Figure 1. Wiring by layer.
Bar = 50 µm. Two of the layers only.
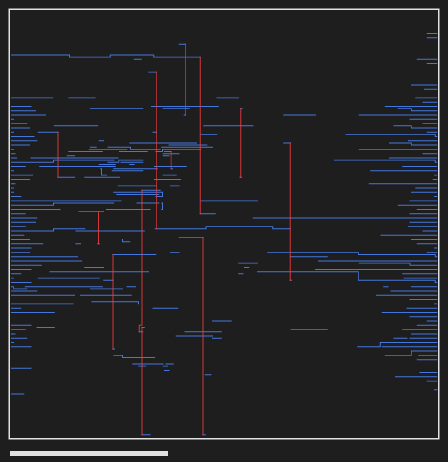
Figure 2. Cells coloured by class.
Bar = 50 µm.
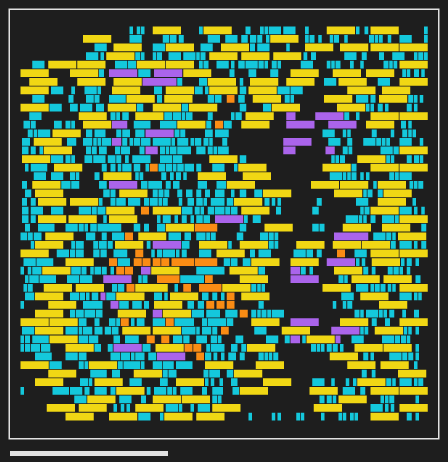
Figure 3. Track usage over the die.
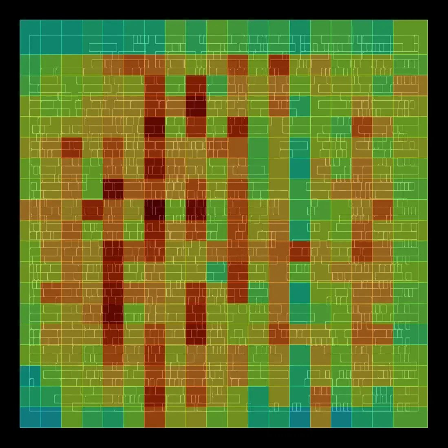
Figure 4. Sequential cells grouped by signal name.
Bar = 50 µm. Other sequential cells in the stronger grey, the rest of the logic in the fainter grey.
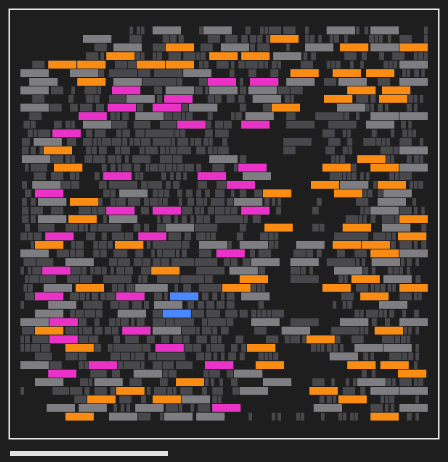
===== src/rtl/CPU_pkg.sv =====
// Shared CPU definitions: exception cause codes, fetch FSM states, fetch entry layout.
// Latency: n/a (types and constants only).
// Backpressure: n/a.
package CPU_pkg;

  // Exception cause codes carried with a fetch entry
  localparam logic [31:0] CAUSE_MISALIGNED_INST   = 32'd0;
  localparam logic [31:0] CAUSE_INST_ACCESS_FAULT = 32'd1;

  typedef enum logic [1:0] {
    FETCH,
    STALL,
    DISCARD,
    HALT
  } fetch_state_t;

  // One fetched instruction as presented to decode
  typedef struct packed {
    logic [31:0] pc;
    logic [31:0] ir;
    logic        exc_pend;
    logic [31:0] exc_cause;
  } fetch_entry_t;

  // Exception entries always carry a zero instruction word
  function automatic fetch_entry_t exc_entry(input logic [31:0] pc, input logic [31:0] cause);
    fetch_entry_t e;
    e.pc        = pc;
    e.ir        = 32'd0;
    e.exc_pend  = 1'b1;
    e.exc_cause = cause;
    return e;
  endfunction

endpackage


===== src/rtl/if_skid_buffer.sv =====
// One-entry holding register for a fetch entry that arrived while the output was full.
// Latency: load visible the cycle after the load edge.
// Backpressure: none; the owner guarantees load only when empty or popped.
//
// Ports: clk/reset (async, active-low), load + load_entry write the entry,
// pop empties it, clear empties it with highest priority, vld/entry hold the contents.
module if_skid_buffer
  import CPU_pkg::*;
(
  input  logic         clk,
  input  logic         reset,
  input  logic         load,
  input  fetch_entry_t load_entry,
  input  logic         pop,
  input  logic         clear,
  output logic         vld,
  output fetch_entry_t entry
);

  always_ff @(posedge clk or negedge reset) begin
    if (!reset) begin
      vld   <= 1'b0;
      entry <= '0;
    end else if (clear) begin
      vld <= 1'b0;
    end else if (load) begin
      vld   <= 1'b1;
      entry <= load_entry;
    end else if (pop) begin
      vld <= 1'b0;
    end
  end

endmodule


===== src/rtl/if_stage.sv =====
// Instruction fetch: single-outstanding imem requests, output register + one-entry skid to decode.
// Latency: ack in cycle N -> valid_out in N+1; 1 instr/cycle sustained with zero-wait memory.
// Backpressure: ready_in low parks one extra word in the skid entry and stops requesting (STALL).
//
// Ports:
//   clk, reset (async, active-low)
//   flush_in/flush_addr        downstream redirect, highest priority
//   valid_out/ready_in         handshake towards decode carrying PC_IF, IR_IF, exc_pend_IF, exc_cause_IF
//   jump_pred_IF/jump_addr_IF  decode's taken prediction for the presented instruction
//   imem_req/imem_addr         bus request, held until imem_ack
//   imem_ack/imem_rdata/imem_err  bus response
// Build option: define IMEM_ERR_EN to turn imem_err into access-fault entries; otherwise imem_err is ignored.
module if_stage
  import CPU_pkg::*;
#(
  parameter logic [31:0] RESET_ADDR = 32'h0000_0000
) (
  input  logic        clk,
  input  logic        reset,
  input  logic        flush_in,
  input  logic [31:0] flush_addr,
  output logic        valid_out,
  input  logic        ready_in,
  output logic [31:0] PC_IF,
  output logic [31:0] IR_IF,
  output logic        exc_pend_IF,
  output logic [31:0] exc_cause_IF,
  input  logic        jump_pred_IF,
  input  logic [31:0] jump_addr_IF,
  output logic        imem_req,
  output logic [31:0] imem_addr,
  input  logic        imem_ack,
  input  logic [31:0] imem_rdata,
  input  logic        imem_err
);

  fetch_state_t state, state_n;
  logic [31:0]  pc_fetch, pc_n;
  logic         req_n;
  logic [31:0]  addr_n;

  logic         out_vld, out_vld_n;
  fetch_entry_t out_q, out_n;

  logic         skid_vld, skid_load, skid_pop, skid_clear;
  fetch_entry_t skid_q;

  logic         new_vld;
  fetch_entry_t new_entry;

  logic accept, free, ack_v, outstanding, misalign, bus_err;

`ifdef IMEM_ERR_EN
  assign bus_err = imem_err;
`else
  logic unused_imem_err;
  assign unused_imem_err = imem_err;
  assign bus_err         = 1'b0;
`endif

  assign accept      = out_vld & ready_in;
  assign free        = ~out_vld | accept;
  // An ack only counts against a request we actually issued (ignores stray acks after reset)
  assign ack_v       = imem_req & imem_ack;
  assign outstanding = imem_req & ~imem_ack;
  // A misaligned PC never reaches the bus, so imem_req is low while it waits here
  assign misalign    = (state == FETCH) && !imem_req && (pc_fetch[1:0] != 2'b00);

  if_skid_buffer u_skid (
    .clk        (clk),
    .reset      (reset),
    .load       (skid_load),
    .load_entry (new_entry),
    .pop        (skid_pop),
    .clear      (skid_clear),
    .vld        (skid_vld),
    .entry      (skid_q)
  );

  // Entry produced this cycle: a returned word, or a misaligned-PC exception
  always_comb begin
    new_vld   = 1'b0;
    new_entry = '0;
    if (state == FETCH && ack_v) begin
      new_vld = 1'b1;
      if (bus_err) begin
        new_entry = exc_entry(imem_addr, CAUSE_INST_ACCESS_FAULT);
      end else begin
        new_entry.pc = imem_addr;
        new_entry.ir = imem_rdata;
      end
    end else if (misalign) begin
      // Only raised once the output can take it; otherwise it waits in FETCH
      new_vld   = free;
      new_entry = exc_entry(pc_fetch, CAUSE_MISALIGNED_INST);
    end
  end

  always_comb begin
    state_n    = state;
    pc_n       = pc_fetch;
    out_vld_n  = out_vld;
    out_n      = out_q;
    skid_load  = 1'b0;
    skid_pop   = 1'b0;
    skid_clear = 1'b0;

    if (flush_in) begin
      out_vld_n  = 1'b0;
      skid_clear = 1'b1;
      pc_n       = flush_addr;
      state_n    = outstanding ? DISCARD : FETCH;
    end else if (accept && jump_pred_IF) begin
      // Skid and any word acked this cycle are sequential to a taken branch: drop them
      out_vld_n  = 1'b0;
      skid_clear = 1'b1;
      pc_n       = jump_addr_IF;
      state_n    = outstanding ? DISCARD : FETCH;
    end else begin
      if (free) begin
        if (skid_vld) begin
          out_vld_n = 1'b1;
          out_n     = skid_q;
          skid_pop  = 1'b1;
        end else if (new_vld) begin
          out_vld_n = 1'b1;
          out_n     = new_entry;
        end else begin
          out_vld_n = 1'b0;
        end
      end else if (new_vld) begin
        skid_load = 1'b1;
      end

      case (state)
        FETCH: begin
          if (ack_v) begin
            pc_n = pc_fetch + 32'd4;
            if (new_entry.exc_pend) state_n = HALT;
            else if (!free)         state_n = STALL;
          end else if (misalign && free) begin
            state_n = HALT;
          end
        end
        STALL:   if (accept) state_n = FETCH;
        DISCARD: if (ack_v)  state_n = FETCH;
        HALT:    ;
      endcase
    end

    // Bus outputs are registered; in DISCARD the old address is held until its ack
    case (state_n)
      DISCARD: begin
        req_n  = 1'b1;
        addr_n = imem_addr;
      end
      FETCH: begin
        req_n  = (pc_n[1:0] == 2'b00);
        addr_n = req_n ? pc_n : imem_addr;
      end
      default: begin
        req_n  = 1'b0;
        addr_n = imem_addr;
      end
    endcase
  end

  always_ff @(posedge clk or negedge reset) begin
    if (!reset) begin
      state     <= FETCH;
      pc_fetch  <= RESET_ADDR;
      imem_req  <= 1'b0;
      imem_addr <= 32'd0;
      out_vld   <= 1'b0;
      out_q     <= '0;
    end else begin
      state     <= state_n;
      pc_fetch  <= pc_n;
      imem_req  <= req_n;
      imem_addr <= addr_n;
      out_vld   <= out_vld_n;
      out_q     <= out_n;
    end
  end

  assign valid_out    = out_vld;
  assign PC_IF        = out_q.pc;
  assign IR_IF        = out_q.ir;
  assign exc_pend_IF  = out_q.exc_pend;
  assign exc_cause_IF = out_q.exc_cause;

endmodule


===== config.mk =====
export PLATFORM = sky130hd
export DESIGN_NAME = if_stage
export DESIGN_NICKNAME = d
export VERILOG_FILES = /design/src/rtl/CPU_pkg.sv /design/src/rtl/if_skid_buffer.sv /design/src/rtl/if_stage.sv
export SDC_FILE = /design/constraint.sdc
export NUM_CORES = 1
export LEC_CHECK = 0
export CAP_MARGIN = 20
export CORE_MARGIN = 3
export CORE_UTILIZATION = 60
export CTS_CLUSTER_DIAMETER = 80
export CTS_CLUSTER_SIZE = 14
export DETAILED_ROUTE_END_ITERATION = 10
export DONT_BUFFER_PORTS = 1
export PLACE_DENSITY = 0.79
export SLEW_MARGIN = 10
export SYNTH_ARGS = -nofsm -noshare
export SYNTH_HDL_FRONTEND = slang
export SYNTH_SLANG_ARGS = --single-unit
export TNS_END_PERCENT = 10

===== constraint.sdc =====
create_clock -name clk -period 2.5 [get_ports clk]
set_input_delay 0.375 -clock clk [delete_from_list [all_inputs] [get_ports clk]]
set_output_delay 0.375 -clock clk [all_outputs]
set_load 0.02 [all_outputs]

==> flow_summary_export.csv <==
group,metric,value,unit
outcome,outcome,"finished with violations",
outcome,violations,"hold timing",
sta,rsz0062_at_grt,"no",
floorplanning,ios,234,
worst_setup_path,reg2reg_from,"state[1]",
worst_setup_path,endpoint_kind,"flop",
power_and_ir_drop,power_frac_comb,0.260,
sta,timing.hold.ws,-0.359,ns
sta,setup_slack,0.206,ns
sta,finalHoldViolCount,199,
global_routing,grt_use_met1,0.354,
route,ant_nets,0,
sta,fin_crit,2.29,ns
worst_setup_path,rrSetupSlack,0.21,ns
min_path,hold_class,"in -> async",
worst_setup_path,reg2regPathDepth,5,
final_layout,seq_area_frac,0.460,
logic_synthesis,logic_family,"simple AND/OR/NAND/NOR gates",
sta,fin_setup_tns,0,ns
floorplanning,num_rows,46,
clock_tree,ctsResizeCount,0,
place,dpl.hpwl,16500,µm
global_routing,grt_max_degree,200,
logic_synthesis,ys_top_cells_by_count,"dfrtp_1, nand2_1, mux2_2",
power_and_ir_drop,vdd_drop_max,0.660,mV
power_and_ir_drop,p_comb,3.18,mW
power_and_ir_drop,p_clk,2.79,mW
clock_tree,clockBufferDepth,2,
clock_tree,htreeDepth,4,
clock_tree,cts_tree,"built",
power_and_ir_drop,p_seq,6.27,mW
power_and_ir_drop,top_power_group,"sequential cells",
logic_synthesis,seq_area_frac_synth,0.494,
worst_setup_path,worst_path_max_delay_cell,"or4_4",
final_layout,biggestCellCategory,"flip-flops and latches",
route,wl_met2,11600,µm
floorplanning,fp_util,0.623,
logic_synthesis,aoi_share,0.146,
worst_setup_path,cp-startpoint,"state[1]",
clock_tree,clkSinkCount,199,
logic_synthesis,top_cell_area_share,0.494,
global_routing,grt_pass1_wl,38500,µm
floorplanning,fp.dieW,136,µm
final_layout,antenna_cells,0,
final_layout,nMultiInputCombCells,708,
sta,worstMarginPinSlew,0.719,ns
global_routing,antenna_found_initial,0,
final_layout,buffers,35,
final_layout,finish.utilization,0.670,
power_and_ir_drop,power_frac_seq,0.512,
route,drtIter0Drc,695,
worst_setup_path,path_cells,"nand4bb_1 -> or4_4 -> o311ai_1 -> nand3_1 -> mux2_4",
clock_tree,root_buffer,"clkbuf_16",
clock_tree,cts-buffers-inserted,17,
logic_synthesis,synth.most_common_cell,"dfrtp_1",
route,highest_layer,"met4",
floorplanning,coreArea,16200,µm²
place,dp_cells,1171,
final_layout,fill_cells,1257,
route,wl_met3,2300,µm
final_layout,n_sequential_cell,199,
final_layout,comb_area,4600,µm²
clock_tree,path_clk_slew,0.07,ns
place,port_buffers,0,
logic_synthesis,yosysTopAreaCell,"dfrtp_1",
sta,drv_slew,0,
final_layout,postLayoutCellArea,10800,µm²
final_layout,lay_top_cells,"dfrtp_1, nand2_1, mux2_2",
## Picture notes: Figure 1
| layer | colour | wire length |
|---|---|---|
| met3 | blue | 2300 µm |
| met4 | red | 389 µm |

## Picture notes: Figure 2
| class | colour | cells | share of their area |
|---|---|---|---|
| flops | yellow | 199 | 47% |
| clock drivers and dummy loads | purple | 32 | 5.7% |
| other buffers and delay cells | orange | 35 | 3.1% |
| all other logic | cyan | 721 | 44% |

## Picture notes: Figure 3
Global Route Usage Sum: 0.265
WL/cell: 20.2 µm

## Picture notes: Figure 4
| signal | colour | flops |
|---|---|---|
| pc_fetch | magenta | 32 |
| u_skid.entry | orange | 65 |
| state | blue | 2 |

